### Signal wires by layer

Bar = 20 µm.
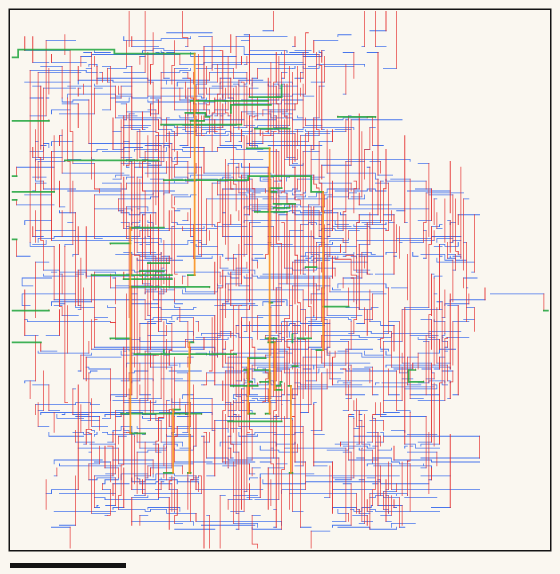
### Logic cells by family

Bar = 20 µm.
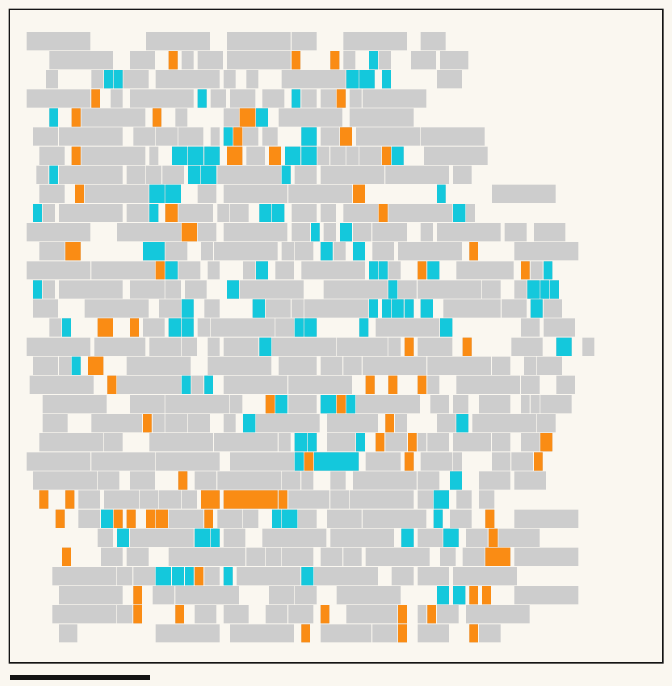
### Congestion heat map

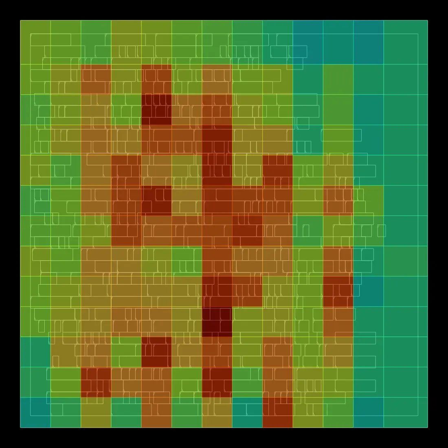
### Clock network drawn from the DEF

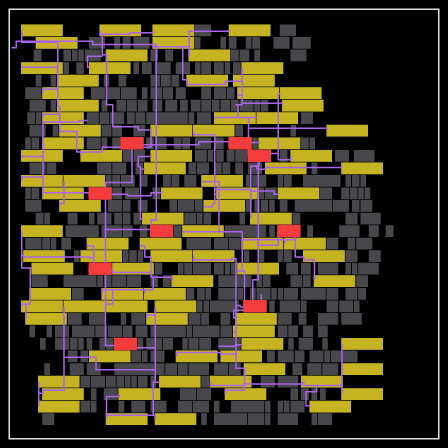
**src/rtl/pulse_count_uart.sv**
```systemverilog
// pulse_count_uart: counts rising edges of an asynchronous pulse input over a
// fixed gate window, latches the count and reports it as an 8N1 UART frame
// (sync byte 0xA5, then the count MSB byte first). report_pulse is high while
// a frame is on the wire; overrun flags window results that found the
// transmitter busy.
// Optional feature macro: REPORT_CKSUM_EN appends an XOR checksum of the count
// bytes to every frame.
module pulse_count_uart #(
  parameter int unsigned CLKS_PER_BIT = 347,
  parameter int unsigned GATE_CYCLES  = 40000,
  parameter int unsigned CNT_W        = 16
) (
  input  logic             clock,
  input  logic             resetb,
  input  logic             enable,
  input  logic             pulse_in,
  output logic             uart_tx,
  output logic             report_pulse,
  output logic             overrun,
  output logic [CNT_W-1:0] count_q
);

  localparam int unsigned NB = (CNT_W + 7) / 8;
`ifdef REPORT_CKSUM_EN
  localparam int unsigned NBYTES = NB + 2;
`else
  localparam int unsigned NBYTES = NB + 1;
`endif
  localparam int unsigned FW = NBYTES * 8;
  localparam int unsigned GW = (GATE_CYCLES > 1) ? $clog2(GATE_CYCLES) : 1;
  localparam int unsigned CW = (CLKS_PER_BIT > 1) ? $clog2(CLKS_PER_BIT) : 1;
  localparam int unsigned BW = $clog2(NBYTES);
  localparam logic [GW-1:0] GATE_LAST = GW'(GATE_CYCLES - 1);
  localparam logic [CW-1:0] BIT_LAST  = CW'(CLKS_PER_BIT - 1);
  localparam logic [BW-1:0] BYTE_LAST = BW'(NBYTES - 1);

  typedef enum logic [1:0] {IDLE, START, DATA, STOP} state_t;

  state_t            r_state;
  state_t            w_next;
  logic              r_sync1;
  logic              r_sync2;
  logic              r_sync_d;
  logic              w_edge;
  logic [CNT_W-1:0]  r_edge_cnt;
  logic [CNT_W-1:0]  w_sum;
  logic [GW-1:0]     r_gate_cnt;
  logic              w_latch;
  logic [NB*8-1:0]   w_cnt_ext;
  logic [FW-1:0]     w_frame;
  logic [FW-1:0]     r_frame;
  logic [7:0]        w_cur_byte;
  logic [CW-1:0]     r_clk_cnt;
  logic [2:0]        r_bit_idx;
  logic [BW-1:0]     r_byte_idx;
  logic              w_bit_end;
`ifdef REPORT_CKSUM_EN
  logic [7:0]        w_cksum;
`endif

  // two-stage synchronizer on the pad plus a delayed copy for edge detection
  always_ff @(posedge clock or negedge resetb) begin
    if (!resetb) begin
      r_sync1  <= 1'b0;
      r_sync2  <= 1'b0;
      r_sync_d <= 1'b0;
    end else begin
      r_sync1  <= pulse_in;
      r_sync2  <= r_sync1;
      r_sync_d <= r_sync2;
    end
  end

  // edge detect, window terminal cycle and the saturated count including this cycle's edge
  always_comb begin
    w_edge  = r_sync2 & ~r_sync_d;
    w_latch = enable && (r_gate_cnt == GATE_LAST);
    w_sum   = r_edge_cnt;
    if (w_edge && (r_edge_cnt != '1)) w_sum = r_edge_cnt + 1'b1;
  end

  // frame image built from the value being latched: sync, count bytes, optional checksum
  always_comb begin
    w_cnt_ext              = '0;
    w_cnt_ext[CNT_W-1:0]   = w_sum;
    w_frame                = '0;
    w_frame[FW-1 -: 8]     = 8'hA5;
    w_frame[FW-9 -: NB*8]  = w_cnt_ext;
`ifdef REPORT_CKSUM_EN
    w_cksum = '0;
    for (int unsigned i = 0; i < NB; i++) w_cksum ^= w_cnt_ext[i*8 +: 8];
    w_frame[7:0] = w_cksum;
`endif
  end

  // gate window, edge counting, result latch and sticky overrun; all held clear while disabled
  always_ff @(posedge clock or negedge resetb) begin
    if (!resetb) begin
      r_gate_cnt <= '0;
      r_edge_cnt <= '0;
      count_q    <= '0;
      overrun    <= 1'b0;
    end else if (!enable) begin
      r_gate_cnt <= '0;
      r_edge_cnt <= '0;
      overrun    <= 1'b0;
    end else if (w_latch) begin
      r_gate_cnt <= '0;
      r_edge_cnt <= '0;
      count_q    <= w_sum;
      if (r_state != IDLE) overrun <= 1'b1;
    end else begin
      r_gate_cnt <= r_gate_cnt + 1'b1;
      r_edge_cnt <= w_sum;
    end
  end

  // transmitter next-state logic
  always_comb begin
    w_bit_end = (r_clk_cnt == BIT_LAST);
    w_next    = r_state;
    case (r_state)
      IDLE:    if (w_latch) w_next = START;
      START:   if (w_bit_end) w_next = DATA;
      DATA:    if (w_bit_end && (r_bit_idx == 3'd7)) w_next = STOP;
      STOP:    if (w_bit_end) w_next = (r_byte_idx == BYTE_LAST) ? IDLE : START;
      default: w_next = IDLE;
    endcase
  end

  // transmitter state, bit timing and frame shift register
  always_ff @(posedge clock or negedge resetb) begin
    if (!resetb) begin
      r_state    <= IDLE;
      r_clk_cnt  <= '0;
      r_bit_idx  <= '0;
      r_byte_idx <= '0;
      r_frame    <= '0;
    end else begin
      r_state <= w_next;
      if (r_state == IDLE) begin
        r_clk_cnt  <= '0;
        r_bit_idx  <= '0;
        r_byte_idx <= '0;
        if (w_latch) r_frame <= w_frame;
      end else begin
        r_clk_cnt <= w_bit_end ? '0 : r_clk_cnt + 1'b1;
        // bit index wraps back to 0 after bit 7, ready for the next byte
        if ((r_state == DATA) && w_bit_end) r_bit_idx <= r_bit_idx + 1'b1;
        if ((r_state == STOP) && w_bit_end) begin
          r_byte_idx <= r_byte_idx + 1'b1;
          r_frame    <= r_frame << 8;
        end
      end
    end
  end

  // line driver decoded from registered state so reset forces the idle level at once
  always_comb begin
    w_cur_byte   = r_frame[FW-1 -: 8];
    report_pulse = (r_state != IDLE);
    case (r_state)
      START:   uart_tx = 1'b0;
      DATA:    uart_tx = w_cur_byte[r_bit_idx];
      default: uart_tx = 1'b1;
    endcase
  end

endmodule

```
**config.mk**
```make
export PLATFORM = sky130hd
export DESIGN_NAME = pulse_count_uart
export DESIGN_NICKNAME = d
export VERILOG_FILES = /design/src/rtl/pulse_count_uart.sv
export SDC_FILE = /design/constraint.sdc
export NUM_CORES = 1
export LEC_CHECK = 0
export CORE_MARGIN = 2
export CORE_UTILIZATION = 54
export CTS_CLUSTER_DIAMETER = 30
export DETAILED_ROUTE_END_ITERATION = 8
export PLACE_DENSITY = 0.82
export SLEW_MARGIN = 25
export SYNTH_ARGS = -nofsm -noshare
export SYNTH_HDL_FRONTEND = slang
export SYNTH_SLANG_ARGS = --single-unit
```
**constraint.sdc**
```tcl
create_clock -name clock -period 2.15 [get_ports clock]
set_input_delay 0.645 -clock clock [delete_from_list [all_inputs] [get_ports clock]]
set_output_delay 0.645 -clock clock [all_outputs]
set_load 0.02 [all_outputs]
```
==> out/results.ini <==
[global_route]
grt_start_max_net_pins=35
grt_pass1_wl_um=15100
met2_usage_pct=37.6
grt_pass1_vias=3225
overflow=0
grt_antenna_before_repair=0

[critical_path]
cp.depth=4
crit-reg2reg-launch=r_gate_cnt[6]
critical_path_class=reg2out
crit_required_ps=1500
cp-end-kind=output port
path_buffers=1
cp-start-kind=flip-flop
critPathMaxStageDelay_ps=510
path_max_fanout=3
cpLargestDelayFamily=multiplexers
cp.arrival_ps=1690
crit_top_cell=mux2i_1
reg2reg_to=r_state[1]

[logic_synthesis]
avgSynthCellArea_um2=10.0
topCellsByArea=dfrtp_1 (54%), nor2_1 (5.3%), nand3_1 (4.3%), xor2_1 (4.1%), nand2_1 (3.6%)
adder_share_pct=3.52
ys_cells=424
synth_cells=424
xor_area_share_pct=6.58
synthArstFlopShare_pct=100
synth-seq-cells=92
synth_seq_share_pct=54.0
synth.area.mux_share_pct=3.23
simple_gate_share_pct=22.8
synthTopCellsByCount=dfrtp_1 (92), nor2_1 (60), nand2_1 (41)
synth_cell_type_count=42

[min_path]
min_path_type=in2async

[cells_and_area]
layout.cells.largest_class=sequential cells
regMostFlops=r_frame
buffers=52
clkbuf_count=11
logic_gate_count=308
final_cell_mix=dfrtp_1 (92), nor2_1 (56), nand2_1 (39)
area_growth_pct=19.9
fillers=584
final_cell_area_um2=5110
buf_share_pct=10.5
flop-count=92
finalCoreUtilization_pct=66.5
drive_above_1_share_pct=13.7

[clocking]
cts_sinks=92
cts.reportedPaths.clkPinSlew_ps=90
clockRootBuffer=clkbuf_8
post-cts-setup-buffers=0
cts_tree=built

[drt]
remaining_drc_errors=0
wl_met2_um=4960
vias=3389
drt_wl_total_um=9710
drt_pre_antenna_iters=5

[power_and_ir_drop]
seqPwrFrac_pct=57.6
p_total_w=0.00303
leakage_nw=2.27
pg_seq_w=0.00175
p_comb_w=0.0000916
largestPowerGroup=sequential cells
p_comb_share_pct=3.0

[timing]
tightest_slew_ps=704
finalWorstSetupSlack_ps=-182
finalCriticalPeriod_ps=2330
post-route-period-util_pct=108
setup_viol=5
fmax_ghz=0.429

[placement]
routabilityCongestion=0.865
placed_cells_incl_taps=551
place_ws_ps=-206

[floorplanning]
core-area_um2=7690

[status]
failed_checks=setup timing
outcome=complete, but fails checks

[run]
tool_warnings=33

Notes on 'Signal wires by layer' above:
| layer | color | wire length |
|---|---|---|
| M4 | orange | 212 µm |
| M1 | blue | 4,200 µm |
| M3 | green | 337 µm |
| M2 | red | 4,960 µm |

Notes on 'Logic cells by family' above:
| family | color | cells | most used |
|---|---|---|---|
| nand cells | cyan | 95 | nand2_1 |
| nor cells | orange | 71 | nor2_1 |
Commonest Layout Cell: dfrtp_1
Post-Layout Cell Count: 577
Comb area share: 37.5%

Notes on 'Congestion heat map' above:
met3 usage: 3.42%
Most Used Layer, Global Route: met2
met1 Use GR: 29.0%
WL per Instance: 16.8 µm

Notes on 'Clock network drawn from the DEF' above:
[clock wires] purple | length: 1,040 µm
[clock-net drivers] red | count: 9
[flip-flops] yellow | count: 92
routed clock nets: 10
clk_lat worst skew: 360 ps
Clk. pwr: 0.00119 W
clock skew: 12.5 ps
clock power share: 39.4%

No activity file was given, so power comes from the tool's default toggle rates.
